clock_nets.png
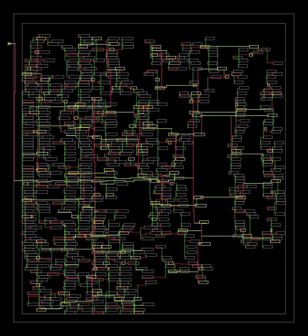
clock_wires.png
The bar under the picture is 100 um long.
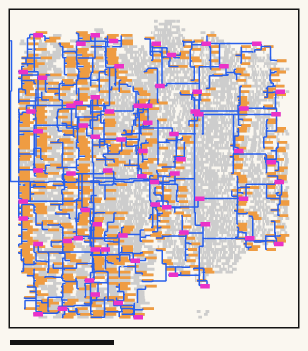
closeup.png
Region (194, 62) to (224, 92) um. Cells in grey, sequential cells in the stronger grey; small squares are vias.
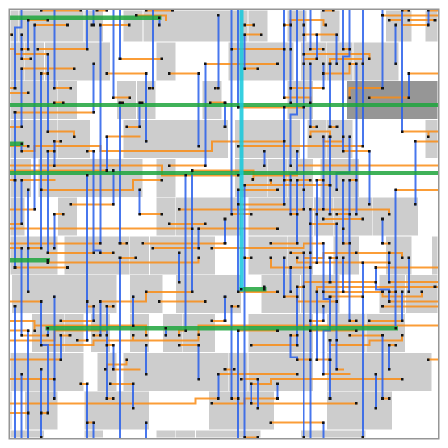
$ cat config.mk
export PLATFORM = sky130hd
export DESIGN_NAME = trapezoid_filter_v2
export DESIGN_NICKNAME = d
export VERILOG_FILES = /design/src/rtl/trapezoid_filter_v2_pkg.sv /design/src/rtl/trapezoid_filter_v2_delay_line.sv /design/src/rtl/trapezoid_filter_v2.sv
export SDC_FILE = /design/constraint.sdc
export NUM_CORES = 2
export LEC_CHECK = 0
export ABC_CLOCK_PERIOD_IN_PS = 21300
export CORE_AREA = 8 8 270 298
export CTS_CLUSTER_DIAMETER = 50
export CTS_CLUSTER_SIZE = 24
export DETAILED_ROUTE_END_ITERATION = 16
export DIE_AREA = 0 0 278 306
export PLACE_DENSITY = 0.82
export SYNTH_ARGS = -nofsm -noshare
export SYNTH_HDL_FRONTEND = slang
export SYNTH_SLANG_ARGS = --single-unit
$ cat constraint.sdc
create_clock -name clk -period 21.3 [get_ports clk]
set_input_delay 4.26 -clock clk [delete_from_list [all_inputs] [get_ports clk]]
set_output_delay 4.26 -clock clk [all_outputs]
set_load 0.005 [all_outputs]
$ cat src/rtl/trapezoid_filter_v2_pkg.sv
// Shared settings for the runtime-configurable trapezoidal shaper: widths, depth,
// state encoding and the config / saturation helpers.
package package_settings_V2;

    localparam int SIZE_IN_DATA = 14;
    localparam int DEPTH        = 32;
    localparam int SIZE_CNT     = $clog2(DEPTH + 1);
    localparam int SIZE_M       = 8;
    localparam int SIZE_ACC     = 40;
    localparam int SIZE_OUT     = 16;
    localparam int SHIFT        = 0;
    localparam int SIZE_D       = SIZE_IN_DATA + 2;
    localparam int SIZE_PTR     = $clog2(DEPTH);

    localparam logic [SIZE_CNT:0]               DEPTH_EXT = (SIZE_CNT + 1)'(DEPTH);
    localparam logic signed [SIZE_ACC-1:0]      OUT_MAX   = SIZE_ACC'(2 ** (SIZE_OUT - 1) - 1);
    localparam logic signed [SIZE_ACC-1:0]      OUT_MIN   = SIZE_ACC'(-(2 ** (SIZE_OUT - 1)));

    typedef enum logic [1:0] {
        IDLE = 2'd0,
        FILL = 2'd1,
        RUN  = 2'd2
    } state_t;

    function automatic logic cfg_valid(input logic [SIZE_CNT-1:0] k, input logic [SIZE_CNT-1:0] l);
        logic [SIZE_CNT:0] sum;
        sum = {1'b0, k} + {1'b0, l};
        return (k != {SIZE_CNT{1'b0}}) && (k <= l) && (sum <= DEPTH_EXT);
    endfunction

    // Returns {clipped, value} for the signed output range.
    function automatic logic [SIZE_OUT:0] saturate(input logic signed [SIZE_ACC-1:0] t);
        if (t > OUT_MAX) begin
            return {1'b1, OUT_MAX[SIZE_OUT-1:0]};
        end else if (t < OUT_MIN) begin
            return {1'b1, OUT_MIN[SIZE_OUT-1:0]};
        end else begin
            return {1'b0, t[SIZE_OUT-1:0]};
        end
    endfunction

endpackage

$ cat src/rtl/trapezoid_filter_v2_delay_line.sv
// Circular sample history with three combinational taps; taps older than the
// first sample since reconfiguration read as zero.
module trap_delay_line
    import package_settings_V2::*;
(
    input  logic                    clk,
    input  logic                    reset,
    input  logic                    wr_en,
    input  logic [SIZE_IN_DATA-1:0] wr_data,
    input  logic [SIZE_CNT-1:0]     k,
    input  logic [SIZE_CNT-1:0]     l,
    input  logic [SIZE_CNT-1:0]     fill_cnt,
    output logic [SIZE_IN_DATA-1:0] tap_k,
    output logic [SIZE_IN_DATA-1:0] tap_l,
    output logic [SIZE_IN_DATA-1:0] tap_kl
);

    logic [SIZE_IN_DATA-1:0] mem_r [DEPTH];
    logic [SIZE_PTR-1:0]     wp_r;
    logic [SIZE_CNT:0]       kl_s;
    logic [SIZE_PTR-1:0]     addr_k_s;
    logic [SIZE_PTR-1:0]     addr_l_s;
    logic [SIZE_PTR-1:0]     addr_kl_s;

    // Tap addresses and fill masking; same-entry read during write sees old data.
    always_comb begin
        kl_s      = {1'b0, k} + {1'b0, l};
        addr_k_s  = wp_r - k[SIZE_PTR-1:0];
        addr_l_s  = wp_r - l[SIZE_PTR-1:0];
        addr_kl_s = wp_r - kl_s[SIZE_PTR-1:0];
        if (k > fill_cnt) begin
            tap_k = {SIZE_IN_DATA{1'b0}};
        end else begin
            tap_k = mem_r[addr_k_s];
        end
        if (l > fill_cnt) begin
            tap_l = {SIZE_IN_DATA{1'b0}};
        end else begin
            tap_l = mem_r[addr_l_s];
        end
        if (kl_s > {1'b0, fill_cnt}) begin
            tap_kl = {SIZE_IN_DATA{1'b0}};
        end else begin
            tap_kl = mem_r[addr_kl_s];
        end
    end

    // Write pointer, wrapping naturally at the power-of-two depth.
    always_ff @(posedge clk or posedge reset) begin
        if (reset) begin
            wp_r <= {SIZE_PTR{1'b0}};
        end else if (wr_en) begin
            wp_r <= wp_r + SIZE_PTR'(1);
        end else begin
            wp_r <= wp_r;
        end
    end

    // Sample storage.
    always_ff @(posedge clk) begin
        if (wr_en) begin
            mem_r[wp_r] <= wr_data;
        end
    end

endmodule

$ cat src/rtl/trapezoid_filter_v2.sv
// Trapezoidal pulse shaper with runtime k/l/M, five-stage pipeline and
// saturated, scaled output.
module trapezoid_filter_v2
    import package_settings_V2::*;
(
    input  logic                       clk,
    input  logic                       reset,
    input  logic [SIZE_IN_DATA-1:0]    in_data,
    input  logic                       in_valid,
    input  logic                       cfg_load,
    input  logic [SIZE_CNT-1:0]        cfg_k,
    input  logic [SIZE_CNT-1:0]        cfg_l,
    input  logic [SIZE_M-1:0]          cfg_m,
    output logic                       cfg_err,
    output logic signed [SIZE_OUT-1:0] out_data,
    output logic                       out_valid,
    output logic                       out_sat,
    output logic                       fill_done
);

    state_t                      state_r;
    logic [SIZE_CNT-1:0]         k_r;
    logic [SIZE_CNT-1:0]         l_r;
    logic [SIZE_M-1:0]           m_r;
    logic [SIZE_CNT-1:0]         kl_s;
    logic [SIZE_CNT-1:0]         fill_cnt_r;
    logic                        accept_s;
    logic                        sample_s;
    logic [SIZE_IN_DATA-1:0]     tap_k_s;
    logic [SIZE_IN_DATA-1:0]     tap_l_s;
    logic [SIZE_IN_DATA-1:0]     tap_kl_s;
    logic signed [SIZE_D-1:0]    d_s;
    logic signed [SIZE_D-1:0]    d_r;
    logic signed [SIZE_D-1:0]    d2_r;
    logic signed [SIZE_ACC-1:0]  d1_acc_s;
    logic signed [SIZE_ACC-1:0]  d2_acc_s;
    logic signed [SIZE_ACC-1:0]  m_acc_s;
    logic signed [SIZE_ACC-1:0]  p_r;
    logic signed [SIZE_ACC-1:0]  r_r;
    logic signed [SIZE_ACC-1:0]  s_r;
    logic                        v1_r;
    logic                        v2_r;
    logic                        v3_r;
    logic                        v4_r;

    trap_delay_line u_delay_line (
        .clk      (clk),
        .reset    (reset),
        .wr_en    (sample_s),
        .wr_data  (in_data),
        .k        (k_r),
        .l        (l_r),
        .fill_cnt (fill_cnt_r),
        .tap_k    (tap_k_s),
        .tap_l    (tap_l_s),
        .tap_kl   (tap_kl_s)
    );

    // Acceptance decisions, first difference and accumulator-width operands.
    always_comb begin
        accept_s = cfg_load && cfg_valid(cfg_k, cfg_l);
        sample_s = in_valid && !accept_s && (state_r != IDLE);
        kl_s     = k_r + l_r;
        d_s      = $signed({{(SIZE_D - SIZE_IN_DATA){1'b0}}, in_data})
                 - $signed({{(SIZE_D - SIZE_IN_DATA){1'b0}}, tap_k_s})
                 - $signed({{(SIZE_D - SIZE_IN_DATA){1'b0}}, tap_l_s})
                 + $signed({{(SIZE_D - SIZE_IN_DATA){1'b0}}, tap_kl_s});
        d1_acc_s = {{(SIZE_ACC - SIZE_D){d_r[SIZE_D-1]}}, d_r};
        d2_acc_s = {{(SIZE_ACC - SIZE_D){d2_r[SIZE_D-1]}}, d2_r};
        m_acc_s  = $signed({{(SIZE_ACC - SIZE_M){1'b0}}, m_r});
    end

    // Configuration registers, state and fill tracking.
    always_ff @(posedge clk or posedge reset) begin
        if (reset) begin
            state_r    <= IDLE;
            k_r        <= {SIZE_CNT{1'b0}};
            l_r        <= {SIZE_CNT{1'b0}};
            m_r        <= {SIZE_M{1'b0}};
            fill_cnt_r <= {SIZE_CNT{1'b0}};
            fill_done  <= 1'b0;
            cfg_err    <= 1'b0;
        end else if (accept_s) begin
            state_r    <= FILL;
            k_r        <= cfg_k;
            l_r        <= cfg_l;
            m_r        <= cfg_m;
            fill_cnt_r <= {SIZE_CNT{1'b0}};
            fill_done  <= 1'b0;
            cfg_err    <= 1'b0;
        end else begin
            if (cfg_load) begin
                cfg_err <= 1'b1;
            end
            if (sample_s && (fill_cnt_r != kl_s)) begin
                fill_cnt_r <= fill_cnt_r + SIZE_CNT'(1);
                if ((fill_cnt_r + SIZE_CNT'(1)) == kl_s) begin
                    fill_done <= 1'b1;
                    state_r   <= RUN;
                end
            end
        end
    end

    // Arithmetic pipeline: d, p (d re-timed), r, s, then scale and clip.
    always_ff @(posedge clk or posedge reset) begin
        if (reset) begin
            v1_r      <= 1'b0;
            v2_r      <= 1'b0;
            v3_r      <= 1'b0;
            v4_r      <= 1'b0;
            d_r       <= {SIZE_D{1'b0}};
            d2_r      <= {SIZE_D{1'b0}};
            p_r       <= {SIZE_ACC{1'b0}};
            r_r       <= {SIZE_ACC{1'b0}};
            s_r       <= {SIZE_ACC{1'b0}};
            out_valid <= 1'b0;
            out_data  <= {SIZE_OUT{1'b0}};
            out_sat   <= 1'b0;
        end else if (accept_s) begin
            // New config flushes every in-flight sample and restarts integration.
            v1_r      <= 1'b0;
            v2_r      <= 1'b0;
            v3_r      <= 1'b0;
            v4_r      <= 1'b0;
            p_r       <= {SIZE_ACC{1'b0}};
            s_r       <= {SIZE_ACC{1'b0}};
            out_valid <= 1'b0;
        end else begin
            v1_r <= sample_s;
            if (sample_s) begin
                d_r <= d_s;
            end
            v2_r <= v1_r;
            if (v1_r) begin
                p_r  <= p_r + d1_acc_s;
                d2_r <= d_r;
            end
            v3_r <= v2_r;
            if (v2_r) begin
                r_r <= p_r + m_acc_s * d2_acc_s;
            end
            v4_r <= v3_r;
            if (v3_r) begin
                s_r <= s_r + r_r;
            end
            out_valid <= v4_r;
            if (v4_r) begin
                {out_sat, out_data} <= saturate(s_r >>> SHIFT);
            end
        end
    end

endmodule

==> impl_metrics.toml <==
# physical design summary
[status]
status = "finished, final reports clean"

[sta]
worstMarginPinSlew_ps = 1270
min_period_ps = 9540
finalSetupViolations = 0

[final_layout]
nets = 3958
clock_area_frac = 0.0512
logic_area_um2 = 25300
fillers = 5101
mostFrequentLayoutCell = "edfxtp_1"
top_register = "u_delay_line.mem_r"
largest_class = "combinational gates"
flops = 656

[worst_setup_path]
cp.arrival_ps = 10100
cp-end-kind = "flip-flop"
r2r_cells = 21

[place]
placed_cell_area_um2 = 47400
post-place-cells = 4424

[grt]
use_met1 = 0.330
busiest_layer = "met2"

[cts]
cts_tree = "yes"

[floorplan]
io_pins = 58

[synth]
top_cell_area_share = 0.296
postSynthSeqShare = 0.410
avgSynthCellArea_um2 = 13.0
ys_sh_mux = 0.235
synth_warnings = 0
synth.distinct_cells = 69
top_cell = "edfxtp_1"

[drt]
dr_wl_met2_mm = 60.6
vias = 31500
met1_length_mm = 40.6

[run]
warnings = 37
About clock_nets.png:
Late-Pin Clk Latency: 660 ps
Num Clock Sinks: 656
Clock Skew: 65.8 ps
clock buffers: 78

About clock_wires.png:
Key: orange = flip-flops [count 656]; magenta = clock-net drivers [count 70]; blue = clock wires [length 8340 um]
Position of the flops: spread over the die.

About closeup.png:
Key: orange = M1; blue = M2; green = M3; cyan = M4
Netlist names of flops here include r_r (1). 75 logic cells have their middle in the window. Sequential cells in the window: 1. Most frequent: inv_1 (17), ha_1 (14).

